--- src/rtl/regfile_scoreboard_if.sv ---
// ---------------------------------------------------------------------------
// regfile_scoreboard_if
// Bundles the decode/writeback side signals of the register file scoreboard.
//   master : the pipeline (decode + writeback) driving reads, issue and wb
//   slave  : the register file itself
// Signals:
//   rd_en/rd_addr -> rd_data/rd_busy/raw_dependency   read ports + hazards
//   issue_valid/issue_addr -> issue_ready              destination issue
//   wb_valid/wb_addr/wb_data                           writeback ports
//   flush                                              drop pending tracking
//   write_complete                                     wb accepted last edge
// ---------------------------------------------------------------------------
interface regfile_scoreboard_if #(
   parameter int ADDR_WIDTH = 5,
   parameter int DATA_WIDTH = 64,
   parameter int NUM_RD     = 2,
   parameter int NUM_WB     = 2
);
   logic [NUM_RD-1:0]            rd_en;
   logic [NUM_RD*ADDR_WIDTH-1:0] rd_addr;
   logic [NUM_RD*DATA_WIDTH-1:0] rd_data;
   logic [NUM_RD-1:0]            rd_busy;
   logic                         raw_dependency;
   logic                         issue_valid;
   logic [ADDR_WIDTH-1:0]        issue_addr;
   logic                         issue_ready;
   logic [NUM_WB-1:0]            wb_valid;
   logic [NUM_WB*ADDR_WIDTH-1:0] wb_addr;
   logic [NUM_WB*DATA_WIDTH-1:0] wb_data;
   logic                         flush;
   logic                         write_complete;

   modport master (
      output rd_en, rd_addr, issue_valid, issue_addr,
             wb_valid, wb_addr, wb_data, flush,
      input  rd_data, rd_busy, raw_dependency, issue_ready, write_complete
   );

   modport slave (
      input  rd_en, rd_addr, issue_valid, issue_addr,
             wb_valid, wb_addr, wb_data, flush,
      output rd_data, rd_busy, raw_dependency, issue_ready, write_complete
   );
endinterface

--- src/rtl/regfile_scoreboard.sv ---
// ---------------------------------------------------------------------------
// regfile_scoreboard
// Multi-port integer register file with a saturating pending-write counter
// per register. Decode issues destinations (counter +1), writeback ports
// write data and retire pending writes (counter -1 each, floor 0), flush
// clears all counters. Reads and hazard flags are combinational.
//
// Ports:
//   clk       clock
//   reset     synchronous, active-high; x0=0, x2=stackptr, others RESET_VALUE
//   stackptr  value loaded into x2 at reset
//   bus       regfile_scoreboard_if.slave (reads, issue, writeback, flush,
//             hazards, write_complete)
//
// Build option:
//   RF_BYPASS_EN  when defined, a reader whose address matches a same-cycle
//                 writeback sees the youngest writeback data, and its busy
//                 flag reflects the counter after that writeback retires.
// ---------------------------------------------------------------------------
module regfile_scoreboard #(
   parameter int                   ADDR_WIDTH  = 5,
   parameter int                   DATA_WIDTH  = 64,
   parameter int                   NUM_RD      = 2,
   parameter int                   NUM_WB      = 2,
   parameter int                   PEND_WIDTH  = 2,
   parameter logic [DATA_WIDTH-1:0] RESET_VALUE = 64'hDEADBEEFDEADBEEF
) (
   input  logic                  clk,
   input  logic                  reset,
   input  logic [DATA_WIDTH-1:0] stackptr,
   regfile_scoreboard_if.slave   bus
);

   localparam int NREGS = 2 ** ADDR_WIDTH;
   localparam int PMAX  = 2 ** PEND_WIDTH - 1;
   localparam int HIT_W = $clog2(NUM_WB + 1);

   logic [DATA_WIDTH-1:0] regs     [NREGS];
   logic [PEND_WIDTH-1:0] pend     [NREGS];
   logic [PEND_WIDTH-1:0] pend_nxt [NREGS];
   logic [HIT_W-1:0]      wb_hits  [NREGS];

   logic                         issue_ready_c;
   logic                         issue_go;
   logic                         write_complete_q;
   logic [NUM_RD*DATA_WIDTH-1:0] rd_data_c;
   logic [NUM_RD-1:0]            rd_busy_c;

   // Counter update clamped to [0, PMAX]: orphan writebacks never wrap.
   function automatic logic [PEND_WIDTH-1:0] sat_update(
      input logic [PEND_WIDTH-1:0] cnt,
      input logic                  inc,
      input logic [HIT_W-1:0]      dec
   );
      int v;
      v = int'(cnt) + int'(inc) - int'(dec);
      if (v < 0)
         v = 0;
      else if (v > PMAX)
         v = PMAX;
      return PEND_WIDTH'(v);
   endfunction

   // Number of writeback ports retiring each register this cycle (x0 never).
   always_comb begin
      for (int r = 0; r < NREGS; r++) begin
         wb_hits[r] = '0;
         for (int w = 0; w < NUM_WB; w++) begin
            if (r != 0 && bus.wb_valid[w] &&
                bus.wb_addr[w*ADDR_WIDTH +: ADDR_WIDTH] == ADDR_WIDTH'(r))
               wb_hits[r] = wb_hits[r] + HIT_W'(1);
         end
      end
   end

   // issue_ready looks only at the current counter, not same-cycle retires.
   assign issue_ready_c = (bus.issue_addr == '0) ||
                          (pend[bus.issue_addr] != PEND_WIDTH'(PMAX));
   assign issue_go      = bus.issue_valid && issue_ready_c &&
                          (bus.issue_addr != '0) && !bus.flush;

   always_comb begin
      for (int r = 0; r < NREGS; r++) begin
         pend_nxt[r] = '0;
         if (r != 0 && !bus.flush)
            pend_nxt[r] = sat_update(pend[r],
                                     issue_go && (bus.issue_addr == ADDR_WIDTH'(r)),
                                     wb_hits[r]);
      end
   end

   // ---- edge: counters, array, write_complete ----
   always_ff @(posedge clk) begin
      if (reset) begin
         for (int r = 0; r < NREGS; r++)
            pend[r] <= '0;
         write_complete_q <= 1'b0;
      end else begin
         for (int r = 0; r < NREGS; r++)
            pend[r] <= pend_nxt[r];
         write_complete_q <= |bus.wb_valid;
      end
   end

   // Ascending port order: the youngest (highest index) writer wins.
   always_ff @(posedge clk) begin
      if (reset) begin
         for (int r = 0; r < NREGS; r++)
            regs[r] <= (r == 2) ? stackptr : RESET_VALUE;
         regs[0] <= '0;
      end else begin
         for (int w = 0; w < NUM_WB; w++) begin
            if (bus.wb_valid[w] && bus.wb_addr[w*ADDR_WIDTH +: ADDR_WIDTH] != '0)
               regs[bus.wb_addr[w*ADDR_WIDTH +: ADDR_WIDTH]] <= bus.wb_data[w*DATA_WIDTH +: DATA_WIDTH];
         end
      end
   end

   // ---- combinational read ports ----
   always_comb begin
      rd_data_c = '0;
      rd_busy_c = '0;
      for (int p = 0; p < NUM_RD; p++) begin
         logic [ADDR_WIDTH-1:0] a;
         logic [DATA_WIDTH-1:0] d;
         a = bus.rd_addr[p*ADDR_WIDTH +: ADDR_WIDTH];
         d = (a == '0) ? '0 : regs[a];
`ifdef RF_BYPASS_EN
         for (int w = 0; w < NUM_WB; w++) begin
            if (a != '0 && bus.wb_valid[w] &&
                bus.wb_addr[w*ADDR_WIDTH +: ADDR_WIDTH] == a)
               d = bus.wb_data[w*DATA_WIDTH +: DATA_WIDTH];
         end
         // Busy after this cycle's retires; same-cycle issue/flush ignored.
         rd_busy_c[p] = (sat_update(pend[a], 1'b0, wb_hits[a]) != '0);
`else
         rd_busy_c[p] = (pend[a] != '0);
`endif
         rd_data_c[p*DATA_WIDTH +: DATA_WIDTH] = d;
      end
   end

   assign bus.rd_data        = rd_data_c;
   assign bus.rd_busy        = rd_busy_c;
   assign bus.raw_dependency = |(bus.rd_en & rd_busy_c);
   assign bus.issue_ready    = issue_ready_c;
   assign bus.write_complete = write_complete_q;

endmodule

--- src/flat_wrapper.sv ---
// flat-port wrapper written by rule: the top's interface ports become plain ports
module regfile_scoreboard_flat 
#(
   parameter int                   ADDR_WIDTH  = 5,
   parameter int                   DATA_WIDTH  = 64,
   parameter int                   NUM_RD      = 2,
   parameter int                   NUM_WB      = 2,
   parameter int                   PEND_WIDTH  = 2,
   parameter logic [DATA_WIDTH-1:0] RESET_VALUE = 64'hDEADBEEFDEADBEEF
)
  (clk, reset, stackptr, bus_rd_en, bus_rd_addr, bus_issue_valid, bus_issue_addr, bus_wb_valid, bus_wb_addr, bus_wb_data, bus_flush, bus_rd_data, bus_rd_busy, bus_raw_dependency, bus_issue_ready, bus_write_complete);
  regfile_scoreboard_if #(.ADDR_WIDTH(ADDR_WIDTH), .DATA_WIDTH(DATA_WIDTH), .NUM_RD(NUM_RD), .NUM_WB(NUM_WB)) bus_i ();
  input  logic clk;
  input  logic reset;
  input  logic [DATA_WIDTH-1:0] stackptr;
  input wire logic [$bits(bus_i.rd_en)-1:0] bus_rd_en;
  input wire logic [$bits(bus_i.rd_addr)-1:0] bus_rd_addr;
  input wire logic [$bits(bus_i.issue_valid)-1:0] bus_issue_valid;
  input wire logic [$bits(bus_i.issue_addr)-1:0] bus_issue_addr;
  input wire logic [$bits(bus_i.wb_valid)-1:0] bus_wb_valid;
  input wire logic [$bits(bus_i.wb_addr)-1:0] bus_wb_addr;
  input wire logic [$bits(bus_i.wb_data)-1:0] bus_wb_data;
  input wire logic [$bits(bus_i.flush)-1:0] bus_flush;
  output wire logic [$bits(bus_i.rd_data)-1:0] bus_rd_data;
  output wire logic [$bits(bus_i.rd_busy)-1:0] bus_rd_busy;
  output wire logic [$bits(bus_i.raw_dependency)-1:0] bus_raw_dependency;
  output wire logic [$bits(bus_i.issue_ready)-1:0] bus_issue_ready;
  output wire logic [$bits(bus_i.write_complete)-1:0] bus_write_complete;
  assign bus_i.rd_en = bus_rd_en;
  assign bus_i.rd_addr = bus_rd_addr;
  assign bus_i.issue_valid = bus_issue_valid;
  assign bus_i.issue_addr = bus_issue_addr;
  assign bus_i.wb_valid = bus_wb_valid;
  assign bus_i.wb_addr = bus_wb_addr;
  assign bus_i.wb_data = bus_wb_data;
  assign bus_i.flush = bus_flush;
  assign bus_rd_data = bus_i.rd_data;
  assign bus_rd_busy = bus_i.rd_busy;
  assign bus_raw_dependency = bus_i.raw_dependency;
  assign bus_issue_ready = bus_i.issue_ready;
  assign bus_write_complete = bus_i.write_complete;
  regfile_scoreboard #(.ADDR_WIDTH(ADDR_WIDTH), .DATA_WIDTH(DATA_WIDTH), .NUM_RD(NUM_RD), .NUM_WB(NUM_WB), .PEND_WIDTH(PEND_WIDTH), .RESET_VALUE(RESET_VALUE)) u_core (.clk(clk), .reset(reset), .stackptr(stackptr), .bus(bus_i));
endmodule
--- config.mk ---
export PLATFORM = sky130hd
export DESIGN_NAME = regfile_scoreboard_flat
export DESIGN_NICKNAME = d
export VERILOG_FILES = /design/src/rtl/regfile_scoreboard_if.sv /design/src/rtl/regfile_scoreboard.sv /design/src/flat_wrapper.sv
export SDC_FILE = /design/constraint.sdc
export NUM_CORES = 2
export LEC_CHECK = 0
export CAP_MARGIN = 5
export CORE_MARGIN = 2
export CORE_UTILIZATION = 30
export DETAILED_ROUTE_END_ITERATION = 6
export GPL_ROUTABILITY_DRIVEN = 0
export MAX_ROUTING_LAYER = met4
export SYNTH_ARGS = -nofsm -noshare
export SYNTH_HDL_FRONTEND = slang
export SYNTH_SLANG_ARGS = --single-unit
--- constraint.sdc ---
create_clock -name clk -period 8.86 [get_ports clk]
set_input_delay 1.772 -clock clk [delete_from_list [all_inputs] [get_ports clk]]
set_output_delay 1.772 -clock clk [all_outputs]
set_load 0.02 [all_outputs]
==> images/metal_stack.png <==
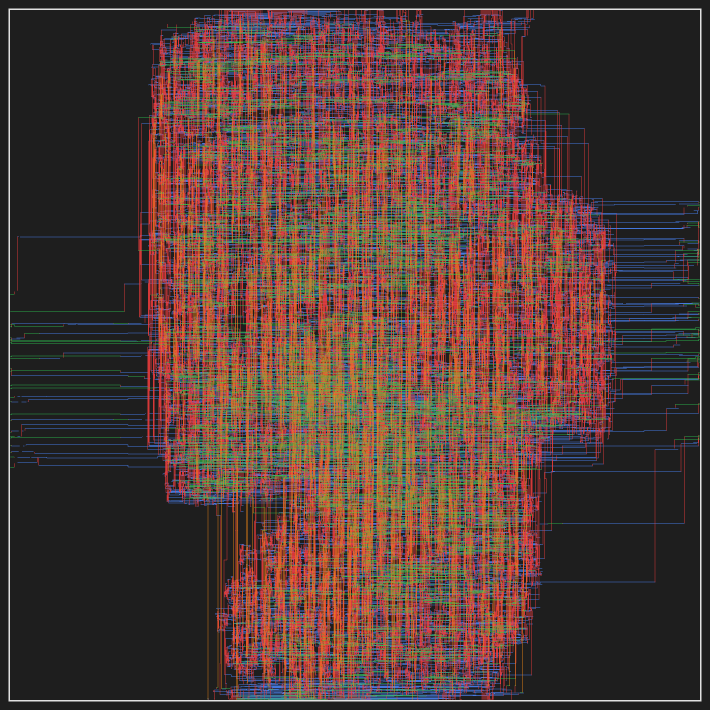
- met2: red (wire length 254 mm)
- met3: green (wire length 77.1 mm)
- met4: orange (wire length 58.2 mm)
- met1: blue (wire length 184 mm)
via count: 93250
Routed WL per cell: 41.74 um
final WL: 572600 um

==> images/final_congestion.png <==
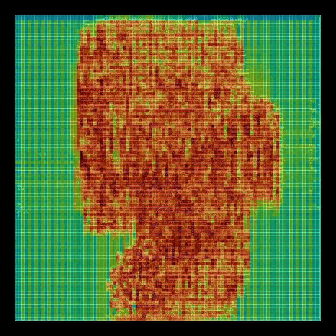
grt met3 use: 0.08274
met2 usage: 0.4058
Util after Layout: 0.3433
GR Util met1: 0.3062

==> reports/qor.yml <==
p_int_mw: 18.43
portBuffers: 357
largest_cell_class: "registers"
reg2reg_depth: 13
grt_max_degree: 101
cts.clk_slew.worst_paths_ps: 60
cp_max_fo: 54
yosys_warnings: 0
min-delay-start: "u_core.pend[31][1]"
p_clk_frac: 0.372
cts-root-buf: "clkbuf_16"
max_freq_ghz: 0.1325
cp-start-kind: "input pin"
syn_to_final_growth_pct: 13.88
min_period_ps: 7550
crit_end: "bus_rd_data[12]"
r2r_end: "u_core.pend[4][1]"
drc: 23
synth_area_leader_cell: "edfxtp_1"
synth-xor-area-share: 0.002197
regToRegSetupSlack_ps: 5840
max_cap_violations: 0
core_region_area_um2: 409900
fin_area_um2: 140700
drtIter0Drc: 15630
slew_headroom: 0.01557
async_flop_share: 0
crit_top_cell: "clkdlybuf4s50_1"
p_leak_nw: 44.42
largest_register: "u_core.regs"
run_status: "finished, violations left"
p_sw_mw: 6.953
p_comb_mw: 4.05
postCtsSetupBuffers: 0
worst_pin_slew_ps: 1469
fill_cells: 39150
dp.cells: 13280
h-tree-depth: 4
pre_cts_slack_ps: 1215
yosysTopAreaCellShare: 0.4977
rsz0062_at_grt: "false"
comb_share: 0.3954
aoi_share: 0.1496
layout_worst_path_cycle_share: 0.8521
grt.overflow.total: 0
syn_area_um2: 123600
seq_cells: 2111
critPathKind: "input pin to primary output"
largest_reg_flops: 2048
ir_drop_mv: 0.1836
buffers: 749
maxPowerGroup: "registers"
hpwl_um: 342300
topCombFamilyByArea: "multiplexers"
postSynthSeqShare: 0.5079
yosysChipArea_um2: 123600
grt_pass1_vias: 92980
fp.dieH_um: 645.8
bufAreaShareNonClock: 0.05094
ioPinCount: 358
edf_count: 2048
critPathMaxStageDelay_ps: 750
dpl_cell_area_um2: 133600
mux_area_frac: 0.2403
layout_top_cell: "edfxtp_1"
grt_pass1_wl_um: 773300
final_layout_size_suffix_gt1_frac: 0.2619
viasPerCell: 6.798
antenna_found_initial: 49
violations: "design-rule violations"
fin_setup_tns_ps: 0
yosysCellCount: 8151
powerSeq_mw: 11.9
hold-path-endpoint: "u_core.pend[31][0]"
ys.flops: 2111
timing.critical_path.buf_inv: 4
ctsResizeCount: 0
crit_slowest_cell: "inv_8"
hold_buffers: 0
critPathLaunch: "bus_rd_addr[3]"
num_tap_cells: 5451
cts_tree: "yes"
wl_met2_um: 253600
top_layer_used: "met4"
cp_data_required_time_ps: 7090
wl_met1_um: 183700
adder_share: 0.02260
hold_slack_ps: 861.7
[cell usage after synthesis, types with 2 or more instances]
master and number:
xnor2_1 9, nor4_1 5, a311oi_1 2, nand2_1 225, buf_2 339, o22a_1 1440
xor2_1 22, nor2_2 13, buf_4 12, nor3_1 36, o211ai_1 5, nor2b_1 6
fa_1 62, nand3b_1 10, nor4b_1 6, and3_1 4, nand3_1 20, a31oi_1 5
ha_1 124, nor2_1 321, and2_1 4, a22oi_1 3, nor3_2 27, o21ai_0 117
or3_1 37, edfxtp_1 2048, o21ai_1 60, mux2i_1 65, inv_1 350, nand3_2 2
nand2b_1 3, buf_1 90, clkbuf_1 680, a211oi_1 5, dfxtp_1 63, a22o_1 483
or3b_1 2, mux4_2 1289, buf_6 10, and3b_1 2, nor3b_1 24, o22ai_1 6
a21oi_1 96
